## src/rtl/instr_stream_tx_pkg.sv

```systemverilog
// Shared types and constants for the core instruction-port transmitter.
package instr_stream_tx_pkg;

  localparam int DATA_WIDTH = 32;
  localparam logic [DATA_WIDTH-1:0] NOP_WORD = 32'h0000_0000;

  typedef enum logic [1:0] {
    ST_IDLE  = 2'd0,
    ST_RUN   = 2'd1,
    ST_DRAIN = 2'd2,
    ST_HALT  = 2'd3
  } state_t;

endpackage

```

## src/rtl/instr_stream_tx_fifo.sv

```systemverilog
// Synchronous FIFO for instruction words; pointer-compare full/empty.
// Read data is combinational from the head entry; pushes while full are ignored here.
module instr_fifo #(
  parameter int ADDR_W = 4,
  parameter int DATA_W = 32
) (
  input  logic              i_clk,
  input  logic              i_rst_n,
  input  logic              i_push,
  input  logic [DATA_W-1:0] i_wdata,
  input  logic              i_pop,
  output logic [DATA_W-1:0] o_rdata,
  output logic              o_full,
  output logic              o_empty,
  output logic [ADDR_W:0]   o_level
);

  localparam int DEPTH = 2 ** ADDR_W;

  logic [DATA_W-1:0] r_mem [DEPTH];
  logic [ADDR_W:0]   r_wr_ptr;
  logic [ADDR_W:0]   r_rd_ptr;
  logic              w_do_push;
  logic              w_do_pop;

  assign o_full    = (r_wr_ptr[ADDR_W] != r_rd_ptr[ADDR_W]) &&
                     (r_wr_ptr[ADDR_W-1:0] == r_rd_ptr[ADDR_W-1:0]);
  assign o_empty   = (r_wr_ptr == r_rd_ptr);
  assign o_level   = r_wr_ptr - r_rd_ptr;
  assign o_rdata   = r_mem[r_rd_ptr[ADDR_W-1:0]];
  assign w_do_push = i_push && !o_full;
  assign w_do_pop  = i_pop && !o_empty;

  always_ff @(posedge i_clk or negedge i_rst_n) begin
    if (!i_rst_n) begin
      r_wr_ptr <= '0;
      r_rd_ptr <= '0;
    end else begin
      if (w_do_push) r_wr_ptr <= r_wr_ptr + (ADDR_W+1)'(1);
      if (w_do_pop)  r_rd_ptr <= r_rd_ptr + (ADDR_W+1)'(1);
    end
  end

  // Storage carries no reset; only the pointers define validity.
  always_ff @(posedge i_clk) begin
    if (w_do_push) r_mem[r_wr_ptr[ADDR_W-1:0]] <= i_wdata;
  end

endmodule

```

## src/rtl/instr_stream_tx.sv

```systemverilog
// Streams buffered host instruction words into the core, stalling it when none are ready.
// Push-to-core latency 2 cycles; halt drains the pipeline with NOPs before reporting done.
module instr_stream_tx
  import instr_stream_tx_pkg::*;
#(
  parameter int ADDR_W       = 4,
  parameter int DRAIN_CYCLES = 2,
  parameter int CNT_W        = 16
) (
  input  logic                  i_clk,
  input  logic                  i_rst_n,
  input  logic                  i_host_wr_en,
  input  logic [DATA_WIDTH-1:0] i_host_wdata,
  input  logic                  i_start,
  input  logic                  i_halt_req,
  output logic                  o_host_full,
  output logic                  o_overflow,
  output logic [ADDR_W:0]       o_level,
  output logic [DATA_WIDTH-1:0] o_core_data,
  output logic                  o_core_stall,
  output logic                  o_busy,
  output logic                  o_done,
  output logic [CNT_W-1:0]      o_issue_count
);

  localparam int DCW = (DRAIN_CYCLES > 1) ? $clog2(DRAIN_CYCLES) : 1;

  state_t                r_state;
  logic [DCW-1:0]        r_drain_cnt;
  logic [DATA_WIDTH-1:0] r_core_data;
  logic                  r_core_stall;
  logic                  r_busy;
  logic                  r_done;
  logic                  r_overflow;
  logic [CNT_W-1:0]      r_issue_count;

  logic                  w_full;
  logic                  w_empty;
  logic                  w_pop;
  logic [DATA_WIDTH-1:0] w_rdata;

  // Empty comes from registered pointers, so a word pushed this edge is popped next edge at the earliest.
  assign w_pop = (r_state == ST_RUN) && !i_halt_req && !w_empty;

  instr_fifo #(
    .ADDR_W (ADDR_W),
    .DATA_W (DATA_WIDTH)
  ) u_fifo (
    .i_clk   (i_clk),
    .i_rst_n (i_rst_n),
    .i_push  (i_host_wr_en),
    .i_wdata (i_host_wdata),
    .i_pop   (w_pop),
    .o_rdata (w_rdata),
    .o_full  (w_full),
    .o_empty (w_empty),
    .o_level (o_level)
  );

  always_ff @(posedge i_clk or negedge i_rst_n) begin
    if (!i_rst_n) begin
      r_state       <= ST_IDLE;
      r_drain_cnt   <= '0;
      r_core_data   <= NOP_WORD;
      r_core_stall  <= 1'b1;
      r_busy        <= 1'b0;
      r_done        <= 1'b0;
      r_overflow    <= 1'b0;
      r_issue_count <= '0;
    end else begin
      if (i_host_wr_en && w_full) r_overflow <= 1'b1;

      case (r_state)
        ST_IDLE: begin
          r_core_data  <= NOP_WORD;
          r_core_stall <= 1'b1;
          if (i_start) begin
            r_state <= ST_RUN;
            r_busy  <= 1'b1;
          end
        end
        ST_RUN: begin
          if (i_halt_req) begin
            // The halt edge itself emits the first drain NOP.
            r_state      <= ST_DRAIN;
            r_core_data  <= NOP_WORD;
            r_core_stall <= 1'b0;
            r_drain_cnt  <= DCW'(DRAIN_CYCLES - 1);
          end else if (!w_empty) begin
            r_core_data   <= w_rdata;
            r_core_stall  <= 1'b0;
            r_issue_count <= r_issue_count + CNT_W'(1);
          end else begin
            r_core_stall <= 1'b1;
          end
        end
        ST_DRAIN: begin
          r_core_data <= NOP_WORD;
          if (r_drain_cnt == '0) begin
            r_state      <= ST_HALT;
            r_core_stall <= 1'b1;
            r_busy       <= 1'b0;
            r_done       <= 1'b1;
          end else begin
            r_core_stall <= 1'b0;
            r_drain_cnt  <= r_drain_cnt - DCW'(1);
          end
        end
        ST_HALT: begin
          r_core_data  <= NOP_WORD;
          r_core_stall <= 1'b1;
          if (i_start) begin
            r_state <= ST_RUN;
            r_busy  <= 1'b1;
            r_done  <= 1'b0;
          end
        end
        default: r_state <= ST_IDLE;
      endcase
    end
  end

  assign o_host_full   = w_full;
  assign o_overflow    = r_overflow;
  assign o_core_data   = r_core_data;
  assign o_core_stall  = r_core_stall;
  assign o_busy        = r_busy;
  assign o_done        = r_done;
  assign o_issue_count = r_issue_count;

endmodule

```

## config.mk

```make
export PLATFORM = sky130hd
export DESIGN_NAME = instr_stream_tx
export DESIGN_NICKNAME = d
export VERILOG_FILES = /design/src/rtl/instr_stream_tx_pkg.sv /design/src/rtl/instr_stream_tx_fifo.sv /design/src/rtl/instr_stream_tx.sv
export SDC_FILE = /design/constraint.sdc
export NUM_CORES = 1
export LEC_CHECK = 0
export CAP_MARGIN = 10
export CORE_UTILIZATION = 45
export CTS_CLUSTER_SIZE = 12
export DETAILED_ROUTE_END_ITERATION = 16
export GPL_TIMING_DRIVEN = 1
export PLACE_DENSITY = 0.6
export RECOVER_POWER = 25
export SETUP_SLACK_MARGIN = 0.4
export SYNTH_ARGS = -nofsm -noshare
export SYNTH_HDL_FRONTEND = slang
export SYNTH_SLANG_ARGS = --single-unit
```

## constraint.sdc

```tcl
create_clock -name i_clk -period 3.8 [get_ports i_clk]
set_input_delay 0.57 -clock i_clk [delete_from_list [all_inputs] [get_ports i_clk]]
set_output_delay 0.57 -clock i_clk [all_outputs]
set_load 0.02 [all_outputs]
```

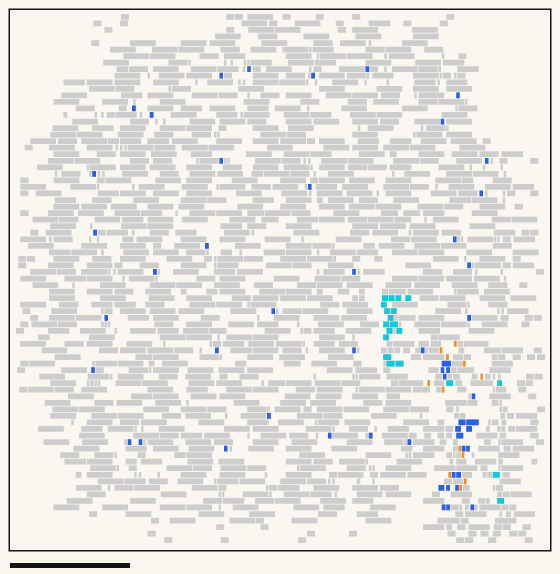
Fig. 1. Gate families picked out.
The bar under the picture is 50 um long.
family	color	cells
AND and OR gates	cyan	20
inverting AOI/OAI gates	blue	53
inverters	orange	12
post-route insts no fill: 1973
most used logic cell in the final layout: edfxtp_1
fraction of area in multi-input gates: 19.0%

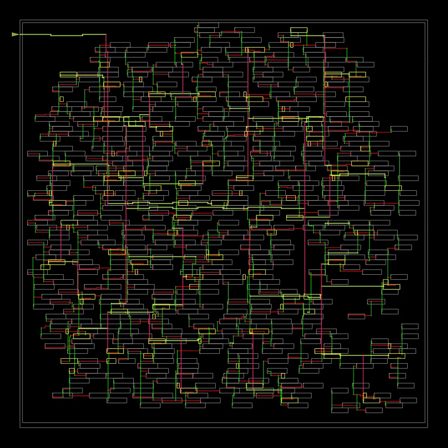
Fig. 2. Clock wiring as the flow saved it.
clk sinks: 577
clk_skew: 0.0142 ns
Clock buffer cells: 102
seq_cells: 577
clk pwr: 5.59 mW

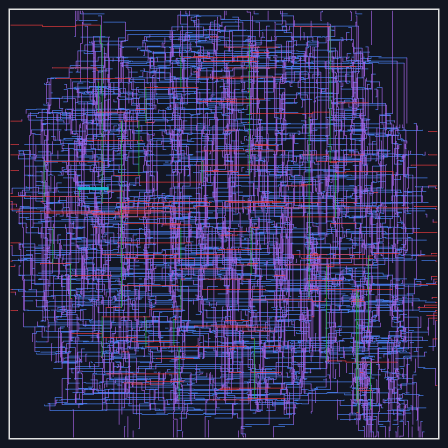
Fig. 3. Metal layers overlaid.
layer	color	wire length
met5	cyan	14.7 um
met2	purple	23.6 mm
met4	green	1000 um
met1	blue	22.2 mm
met3	red	2760 um
Wirelength per Cell: 25.1 um
final WL: 49500 um
via count: 11100
All-Layer GR Usage: 20.3%

==> impl_metrics.ini <==
; implementation run metrics
[floorplanning]
row_count = 81
fp_util_pct = 45.6
die_h_um = 225
die_area_sq_um = 50400
die_x_um = 225
coreArea_sq_um = 48800
ios = 95

[clock_tree]
cts_buffer_depth = 3
h-tree-depth = 2
root_buffer = clkbuf_16
numCtsBuffers = 59
clk_pin_slew_ns = 0.06
cts_tree = yes
worstSkewPairLatency_ns = 0.61
post_cts_buffers = 0
hold_buffers = 0

[job]
cap_viol_max_count = 0
warnings = 35

[timing]
fmax_mhz = 307
setup_tns_ns = 0
maxSlewViolCount = 0
rsz0062_at_grt = false
holdWs_ns = 0.0386
min_period_ns = 3.25
hold_viol = 0
worst_pin_slew_ns = 1.39
setup-violations-final = 0
fin_crit_sh_pct = 85.6
slew_headroom_pct = 7.35

[synthesis]
synthMuxAreaShare_pct = 13.0
ys_sh_aoi_pct = 2.96
synth_top_flop_cell = edfxtp_1
simple_gate_area_share_pct = 4.22
syn-cell-area_sq_um = 22300
yosys_warnings = 0
async_flop_share_pct = 11.3
ys_seq_share_pct = 76.3
ys_sh_xor_pct = 1.10
adder_share_pct = 0.820
ys_ff = 577
ys_cells = 1129
edf_count = 512
fp_nets = 1180
postSynthAreaPerCell_sq_um = 19.7
logic_family = multiplexers
yosys_area_sq_um = 22300
synth_cell_types = 38
synthCells = 1129

[route]
firstDrtPassIters = 5
drt_iter0_markers = 966
viasPerCell = 5.61
drc_errors = 0
ant_nets = 0

[pwr]
p_leak_nw = 8.74
peakVddDrop_mv = 0.598
power_density_nw_per_um2 = 732

[placed_design]
hpwl_um = 25500
gp_congestion = 0.717
io_buffers = 94

[min_path]
worstHoldPathType = in -> async

[setup_path]
critPathArrivalTime_ns = 2.68
critPathRequiredTime_ns = 3.23
end_kind = output port
startpoint_type = register
crit_type = reg -> out
cp_max_fo = 4

[final_layout]
fin_nets = 1309
drive_above_1_share_pct = 20.7
n_antenna_cell = 0
most-common-layout-cells = edfxtp_1 (512), nand2_1 (176), mux4_2 (128)
area_growth_pct = 17.0

[global_routing]
grt_max_degree = 131
grt_pass1_vias = 11300
antenna_found_initial = 2
grt-ovfl-total = 0
grt_first_pass_wirelength_um = 74000

[outcome]
status = completed
registers in the layout, summed over array words and instances (netlist names):
register and count:
o_core_data 32, o_busy 1, o_done 1, u_fifo.r_rd_ptr 5
o_core_stall 1, r_state 2, o_overflow 1, u_fifo.r_mem 512
u_fifo.r_wr_ptr 5, o_issue_count 16, r_drain_cnt 1
logic make-up (layout without fill, tap and decap cells):
family,after synthesis,after routing
AND-OR/OR-AND,90,90
XOR/XNOR,28,28
adder cells (fa/ha/maj),14,14
buffers and inverters,70,250
flip-flops,577,577
multiplexers,129,129
AND/OR/NAND/NOR,221,221
critical path: stages (launching register included):
cell and delay [ns]:
dfrtp_1 0.42, inv_1 0.16, ha_1 0.17, inv_1 0.06, fa_1 0.39, xor2_1 0.23, clkdlybuf4s50_1 0.65
cell type report:
type                            count  area (sq um)
Sequential cell                   577         17000
Timing Repair Buffer              126          1340
Multi-Input combinational cell    482          4950
Clock inverter                     10          93.8
Clock buffer                      102          1800
Inverter                           12          45.0
Tap cell                          664           831
Fill cell                        3888         22800
routing by layer:
layer	vias up	GRT usage, %	wire length (um)
met1	5887	29.9	22200
met4	2	5.79	1000
met5	-	0	14
met2	333	31.9	23600
li1	4784	-	-
met3	67	2.78	2760
synth_stat cells (4+ instances only):
cell type | n | area share (%)
a21oi_1 | 38 | 0.85
a221o_1 | 32 | 1.4
and2_1 | 4 | 0.11
and3_1 | 9 | 0.25
and4_1 | 7 | 0.28
buf_1 | 5 | 0.084
buf_2 | 14 | 0.31
buf_6 | 11 | 0.56
clkbuf_1 | 28 | 0.47
dfrtp_1 | 64 | 7.2
edfxtp_1 | 512 | 69
ha_1 | 13 | 0.73
inv_1 | 12 | 0.20
mux4_2 | 128 | 13
nand2_1 | 176 | 3.0
nand3_1 | 4 | 0.090
nand4_1 | 11 | 0.31
nor2_1 | 4 | 0.067
nor3_1 | 4 | 0.090
o21ai_0 | 7 | 0.16
xnor2_1 | 23 | 0.90
xor2_1 | 5 | 0.20
path summary, 6_finish.rpt:
kind                                          from             endpoint  slack [ns]  depth (start not counted)
worst min-delay path                       i_rst_n   u_fifo.r_wr_ptr[1]        0.04                          1
worst min register to register          o_overflow           o_overflow        0.46                          1
min in group i_clk                      o_overflow           o_overflow        0.46                          1
max in group asynchronous                  i_rst_n      o_core_data[24]        2.02                          2
worst max-delay path            u_fifo.r_wr_ptr[0]           o_level[2]        0.55                          6
worst max register to register  u_fifo.r_wr_ptr[2]  u_fifo.r_mem[8][25]        0.97                          6
metrics by stage:
stage	setup slack (ns)	util (%)	area (sq um)	cells	total power, mW
after floorplan	0.505	-	22300	1129	11.9
after global placement	0.941	49.5	24200	1861	13.7
after detailed placement	0.915	49.5	24200	1861	13.7
after CTS	0.460	53.4	26100	1973	19.3
after global routing	0.433	53.4	26100	1973	19.9
final	0.547	53.4	26100	1973	19.1
power by group:
part	internal (mW)	switching [mW]
registers	7.70	0.344
logic	2.40	3.04
clock network	3.26	2.33
total	13.4	5.71
repair_timing:
item                                    in CTS  in global routing
resized                                      1                  1
endpoints found under the setup margin       1                  1
cloned                                       0                  0
Power figures rest on the tool's default switching activity, not on a simulated workload.
